**Run 1: placement by cell class**

The bar under the picture is 20 um long.
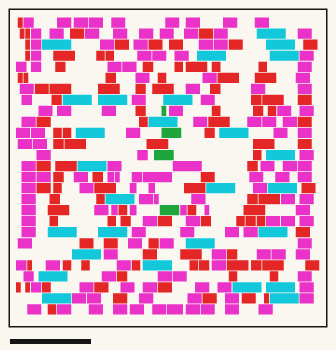
**Run 1: nets reached from selected ports**

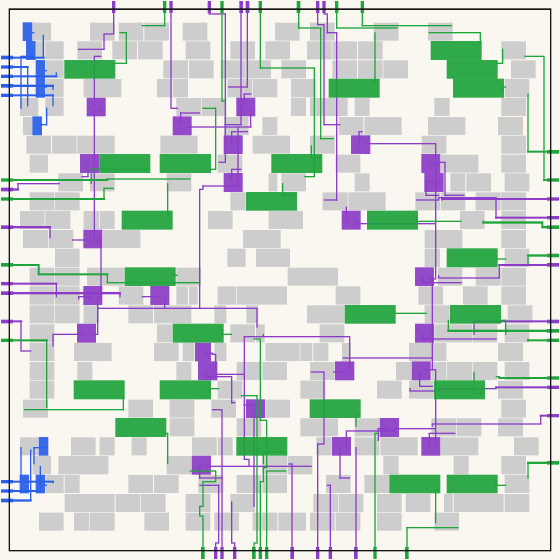
**Run 1: wiring heat map**

The bar under the picture is 20 um long. 16 x 16 tiles, from dark purple (low) to yellow (high), scaled to the fullest tile. Values are wire area over tile area, all layers added.
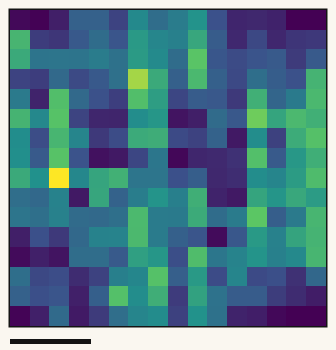
**Run 1: sizing map**

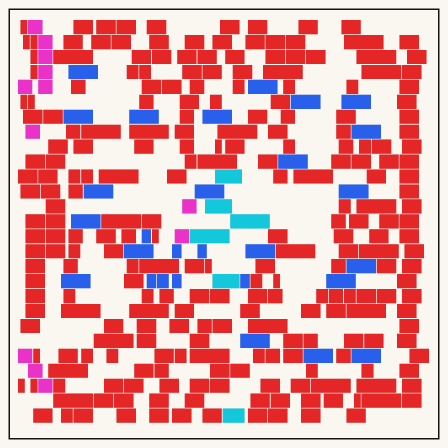
**src/rtl/layer_mixer.sv**
```systemverilog
// Per-pixel compositor: bullet > player > enemy > background, plus once-per-frame overlap reports and calc window.
// Latency: coordinates -> pixel_rgb/pixel_valid 2 cycles; hit pulses 1 cycle after the last visible pixel leaves.
// No backpressure: the stream advances every cycle. Collision logic present only with LAYER_MIXER_COLLISION_EN.
module layer_mixer #(
    parameter int H_ACTIVE = 1280,
    parameter int V_ACTIVE = 1024
) (
    input  logic        clock,
    input  logic        reset,
    input  logic [11:0] display_col,
    input  logic [10:0] display_row,
    input  logic        display_valid,
    input  logic [24:0] enemy_color,
    input  logic [24:0] player_color,
    input  logic [24:0] bullet_color,
    input  logic [23:0] background_color,
    output logic [23:0] pixel_rgb,
    output logic        pixel_valid,
    output logic        calc,
    output logic        enemy_hit,
    output logic        player_hit,
    output logic [7:0]  hit_count
);

    localparam logic [11:0] COL_LAST  = 12'(H_ACTIVE - 1);
    localparam logic [10:0] ROW_LAST  = 11'(V_ACTIVE - 1);
    localparam logic [10:0] ROW_LIMIT = 11'(V_ACTIVE);

    // Stage 0: align scan position with the layer colours, which arrive one cycle later.
    logic valid_q;
    logic eof_q;

    always_ff @(posedge clock) begin
        if (reset) begin
            valid_q <= 1'b0;
            eof_q   <= 1'b0;
        end else begin
            valid_q <= display_valid;
            eof_q   <= display_valid && (display_col == COL_LAST) && (display_row == ROW_LAST);
        end
    end

    always_ff @(posedge clock) begin
        if (reset) begin
            pixel_rgb   <= 24'd0;
            pixel_valid <= 1'b0;
        end else if (!valid_q) begin
            pixel_rgb   <= 24'd0;
            pixel_valid <= 1'b0;
        end else begin
            pixel_valid <= 1'b1;
            if (bullet_color[0])
                pixel_rgb <= bullet_color[24:1];
            else if (player_color[0])
                pixel_rgb <= player_color[24:1];
            else if (enemy_color[0])
                pixel_rgb <= enemy_color[24:1];
            else
                pixel_rgb <= background_color;
        end
    end

    always_ff @(posedge clock) begin
        if (reset)
            calc <= 1'b0;
        else
            calc <= (display_row >= ROW_LIMIT);
    end

`ifdef LAYER_MIXER_COLLISION_EN

    typedef enum logic [1:0] {
        ST_ACTIVE,
        ST_REPORT,
        ST_BLANK
    } state_t;

    state_t     state, state_d;
    logic       enemy_pend, player_pend;
    logic       enemy_pend_d, player_pend_d;
    logic       enemy_hit_d, player_hit_d;
    logic [7:0] hit_count_d;
    logic       enemy_ovl, player_ovl;

    assign enemy_ovl  = valid_q & enemy_color[0] & bullet_color[0];
    assign player_ovl = valid_q & enemy_color[0] & player_color[0];

    always_comb begin
        state_d       = state;
        enemy_pend_d  = enemy_pend;
        player_pend_d = player_pend;
        enemy_hit_d   = 1'b0;
        player_hit_d  = 1'b0;
        hit_count_d   = hit_count;
        case (state)
            ST_ACTIVE: begin
                // The final pixel's overlap is folded in before the report.
                enemy_pend_d  = enemy_pend | enemy_ovl;
                player_pend_d = player_pend | player_ovl;
                if (eof_q)
                    state_d = ST_REPORT;
            end
            ST_REPORT: begin
                enemy_hit_d   = enemy_pend;
                player_hit_d  = player_pend;
                if (enemy_pend && (hit_count != 8'hFF))
                    hit_count_d = hit_count + 8'd1;
                enemy_pend_d  = 1'b0;
                player_pend_d = 1'b0;
                state_d       = ST_BLANK;
            end
            ST_BLANK: begin
                if ((display_row == 11'd0) && (display_col == 12'd0))
                    state_d = ST_ACTIVE;
            end
            default: state_d = ST_ACTIVE;
        endcase
    end

    always_ff @(posedge clock) begin
        if (reset) begin
            state       <= ST_ACTIVE;
            enemy_pend  <= 1'b0;
            player_pend <= 1'b0;
            enemy_hit   <= 1'b0;
            player_hit  <= 1'b0;
            hit_count   <= 8'd0;
        end else begin
            state       <= state_d;
            enemy_pend  <= enemy_pend_d;
            player_pend <= player_pend_d;
            enemy_hit   <= enemy_hit_d;
            player_hit  <= player_hit_d;
            hit_count   <= hit_count_d;
        end
    end

`else

    assign enemy_hit  = 1'b0;
    assign player_hit = 1'b0;
    assign hit_count  = 8'd0;

    logic unused_eof;
    assign unused_eof = eof_q;

`endif

endmodule

```
**config.mk**
```make
export PLATFORM = sky130hd
export DESIGN_NAME = layer_mixer
export DESIGN_NICKNAME = d
export VERILOG_FILES = /design/src/rtl/layer_mixer.sv
export SDC_FILE = /design/constraint.sdc
export NUM_CORES = 1
export LEC_CHECK = 0
export CORE_UTILIZATION = 29
export DETAILED_ROUTE_END_ITERATION = 16
export GPL_TIMING_DRIVEN = 0
export PLACE_DENSITY_LB_ADDON = 0.1
export SETUP_SLACK_MARGIN = 0.05
export SLEW_MARGIN = 20
export SYNTH_ARGS = -nofsm -noshare
export SYNTH_HDL_FRONTEND = slang
export SYNTH_SLANG_ARGS = --single-unit
```
**constraint.sdc**
```tcl
create_clock -name clock -period 3.6 [get_ports clock]
set_input_delay 1.08 -clock clock [delete_from_list [all_inputs] [get_ports clock]]
set_output_delay 1.08 -clock clock [all_outputs]
set_load 0.02 [all_outputs]
```
==> impl_report.txt, run 1 <==
RUN METRICS
----------------------------------------------------
[Status]
  Result of the run ........................ completed

[Yosys]
  Synth logic family ........................ simple AND/OR/NAND/NOR gates
  Main flop type after synthesis ........................ sky130_fd_sc_hd__dfxtp_1
  Share of synthesized cell area in and, or, nand and nor gates ........................ 0.213
  Top area contributor share ........................ 0.323
  Area of the mapped netlist ........................ 1670 um2
  Synthesized-area fraction occupied by ao, oa, aoi and oai cells ........................ 0.207
  YS chip area ........................ 1670 um2
  Top area cells in the synthesized netlist ........................ sky130_fd_sc_hd__dfxtp_1 (32%), sky130_fd_sc_hd__a2111oi_2 (19%), sky130_fd_sc_hd__mux2i_1 (14%)
  Number of enable-type register cells in the synthesized netlist ........................ 0

[Layout]
  Cell Count, Final, Fillers Out ........................ 365
  Non-CTS inverters ........................ 1
  Post-route standard cell area excluding fillers ........................ 3110 um2
  Largest cell class by area ........................ non-clock buffers
  Sequential cell area ........................ 541 um2
  Most common logic cell in the routed design ........................ sky130_fd_sc_hd__clkdlybuf4s50_1
  Number of sequential cells ........................ 27

[Place]
  Worst setup slack before clock tree synthesis ........................ 1.01 ns
  Placed cell count ........................ 361

[Route]
  Uppermost metal layer occupied by signal nets ........................ met4
  Via-to-Cell Ratio ........................ 4.48
  Vias after detailed routing ........................ 1635

[Global route]
  Met1 GRT Util ........................ 0.190
  Number of global-route vias before repair ........................ 1727
  GR peak layer ........................ met2

[Setup path]
  Largest stage delay on the critical path ........................ 0.62 ns
  Cell type of the slowest stage on the worst timing path ........................ sky130_fd_sc_hd__clkdlybuf4s50_1
  Maximum fanout along the worst path ........................ 1
  Crit path buf inv count ........................ 1
  Cell type group with the largest total delay on the critical path ........................ buffers and inverters
  End of the critical path ........................ pixel_rgb[13]
  Nature of the critical path endpoint ........................ primary output

[Clock tree]
  Number of buffers inserted by post-CTS setup repair ........................ 0
  Clock network latency to the later pin of the worst-skew pair ........................ 0.27 ns

[Pwr]
  Pint ........................ 552 uW
  Dominant power group ........................ registers

[Floorplan]
  Number of well taps ........................ 72
  IO Count ........................ 161

[STA]
  Clock period minus final worst setup slack ........................ 2.29 ns

----------------------------------------------------
-- 'placement by cell class' (at the start) --
Green is clock drivers and dummy loads, cells 4, share of their area 1.5%. Magenta is remaining buffers and delay cells, cells 151, share of their area 48%. Cyan is sequential cells, cells 27, share of their area 18%. Red is combinational and other logic, cells 111, share of their area 33%.

-- 'nets reached from selected ports' (at the start) --
Purple is player_color, bits 25, direction input, end cells 25, wire 788 um. Green is pixel_rgb, bits 24, direction output, end cells 24, wire 506 um. Blue is hit_count, bits 8, direction output, end cells 8, wire 82.8 um.

-- 'wiring heat map' (at the start) --
25% of the tiles are over half the peak. The emptiest ninth of the die: south-west. 2.7% of the tiles are nearly empty. The fullest tile reaches 0.39.

-- 'sizing map' (at the start) --
Red is _0 and _1 cells, cells 247, share 84%, most used clkdlybuf4s50_1. Magenta is _3 and _4 cells, cells 12, share 4.1%, most used buf_4. Blue is _2 cells, cells 28, share 9.6%, most used a2111oi_2. Cyan is _6 and larger, cells 6, share 2.0%, most used clkbuf_8.
Setup WS post-layout: 1.31 ns
number of buffers other than clock buffers in the final layout: 151
area growth from synthesis to layout: 86.2%

## Run 2: what changed since run 1
==> constraint.sdc (replaced) <==
create_clock -name clock -period 2.3 [get_ports clock]
set_input_delay 0.69 -clock clock [delete_from_list [all_inputs] [get_ports clock]]
set_output_delay 0.69 -clock clock [all_outputs]
set_load 0.02 [all_outputs]
==> run 2 against run 1 <==
Net effect: cell area stayed put; power rose by 57%; clock skew stayed put; worst hold slack is the same; routed wire length unchanged; non-clock buffer count stayed put; sequential power increased by 56%; clock power up 56%; area after synthesis unchanged; register-to-register slack got worse by 1.3 ns; critical path depth is the same.
==> impl_report.txt, run 2 <==
RUN METRICS
----------------------------------------------------
[Yosys]
  Area of the mapped netlist ........................ 1670 um2 (unchanged)
  Leading cell types by count after synthesis ........................ sky130_fd_sc_hd__dfxtp_1 (27), sky130_fd_sc_hd__nor2b_1 (26), sky130_fd_sc_hd__mux2i_1 (24), sky130_fd_sc_hd__nor3b_1 (24), sky130_fd_sc_hd__a2111oi_2 (21) (unchanged)
  Number of enable-type register cells in the synthesized netlist ........................ 0 (unchanged)
  Top area cells in the synthesized netlist ........................ sky130_fd_sc_hd__dfxtp_1 (32%), sky130_fd_sc_hd__a2111oi_2 (19%), sky130_fd_sc_hd__mux2i_1 (14%) (unchanged)
  Main flop type after synthesis ........................ sky130_fd_sc_hd__dfxtp_1 (unchanged)
  YS chip area ........................ 1670 um2 (unchanged)
  Synthesized-area fraction occupied by ao, oa, aoi and oai cells ........................ 0.207 (unchanged)
  Share of synthesized cell area in and, or, nand and nor gates ........................ 0.213 (unchanged)

[Layout]
  Cell Count, Final, Fillers Out ........................ 365 (unchanged)
  Number of sequential cells ........................ 27 (unchanged)
  Most common logic cell in the routed design ........................ sky130_fd_sc_hd__clkdlybuf4s50_1 (unchanged)
  Largest cell class by area ........................ non-clock buffers (unchanged)
  Non-CTS inverters ........................ 1 (unchanged)
  Number of buffers other than clock buffers in the final layout ........................ 151 (unchanged)

[Route]
  Uppermost metal layer occupied by signal nets ........................ met4 (unchanged)
  Residual DRC count ........................ 0 (unchanged)
  Via-to-Cell Ratio ........................ 4.48 (unchanged)

[Setup path]
  End of the critical path ........................ pixel_rgb[13] (unchanged)
  Cell type group with the largest total delay on the critical path ........................ buffers and inverters (unchanged)
  Largest stage delay on the critical path ........................ 0.62 ns (about the same)
  Cell type of the slowest stage on the worst timing path ........................ sky130_fd_sc_hd__clkdlybuf4s50_1 (unchanged)
  Crit path buf inv count ........................ 1 (unchanged)
  Nature of the critical path endpoint ........................ primary output (unchanged)

[Pwr]
  Dominant power group ........................ registers (unchanged)
  Pint ........................ 864 uW (was 552 uW)

[Place]
  Placed cell count ........................ 361 (unchanged)
  Worst setup slack before clock tree synthesis ........................ 0.0988 ns (was 1.01 ns)

[Status]
  Result of the run ........................ completed (unchanged)

[Global route]
  GR peak layer ........................ met2 (unchanged)
  Number of global-route vias before repair ........................ 1727 (unchanged)
  Met1 GRT Util ........................ 0.190 (unchanged)

[Clock tree]
  Clock network latency to the later pin of the worst-skew pair ........................ 0.27 ns (about the same)

[STA]
  Clock period minus final worst setup slack ........................ 1.90 ns

[Floorplan]
  Number of well taps ........................ 72 (unchanged)

[Min path]
  Hold WC Path Type ........................ flip-flop to flip-flop (unchanged)

----------------------------------------------------
**Run 2: nets reached from selected ports**

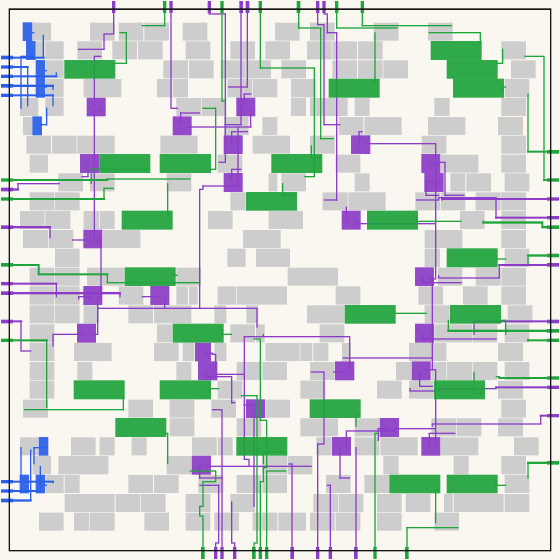
Green is pixel_rgb, bits 24, direction output, end cells 24, wire 506 um. Purple is player_color, bits 25, direction input, end cells 25, wire 788 um. Blue is hit_count, bits 8, direction output, end cells 8, wire 82.8 um.
IO Port Bufs: 127
IO Count: 161

**Run 2: placement by cell class**

The bar under the picture is 20 um long.
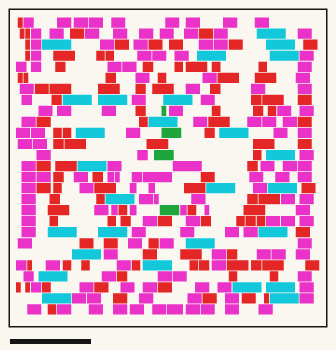
Magenta is remaining buffers and delay cells, cells 151, share of their area 48%. Green is clock drivers and dummy loads, cells 4, share of their area 1.5%. Cyan is sequential cells, cells 27, share of their area 18%. Red is combinational and other logic, cells 111, share of their area 33%.
post-route core utilization: 0.562
core footprint: 5540 um2
post-route standard cell area excluding fillers: 3110 um2
share of cell area taken by flip-flops and latches: 0.174
floorplan row count: 27

Power and IR drop assume default switching activity.
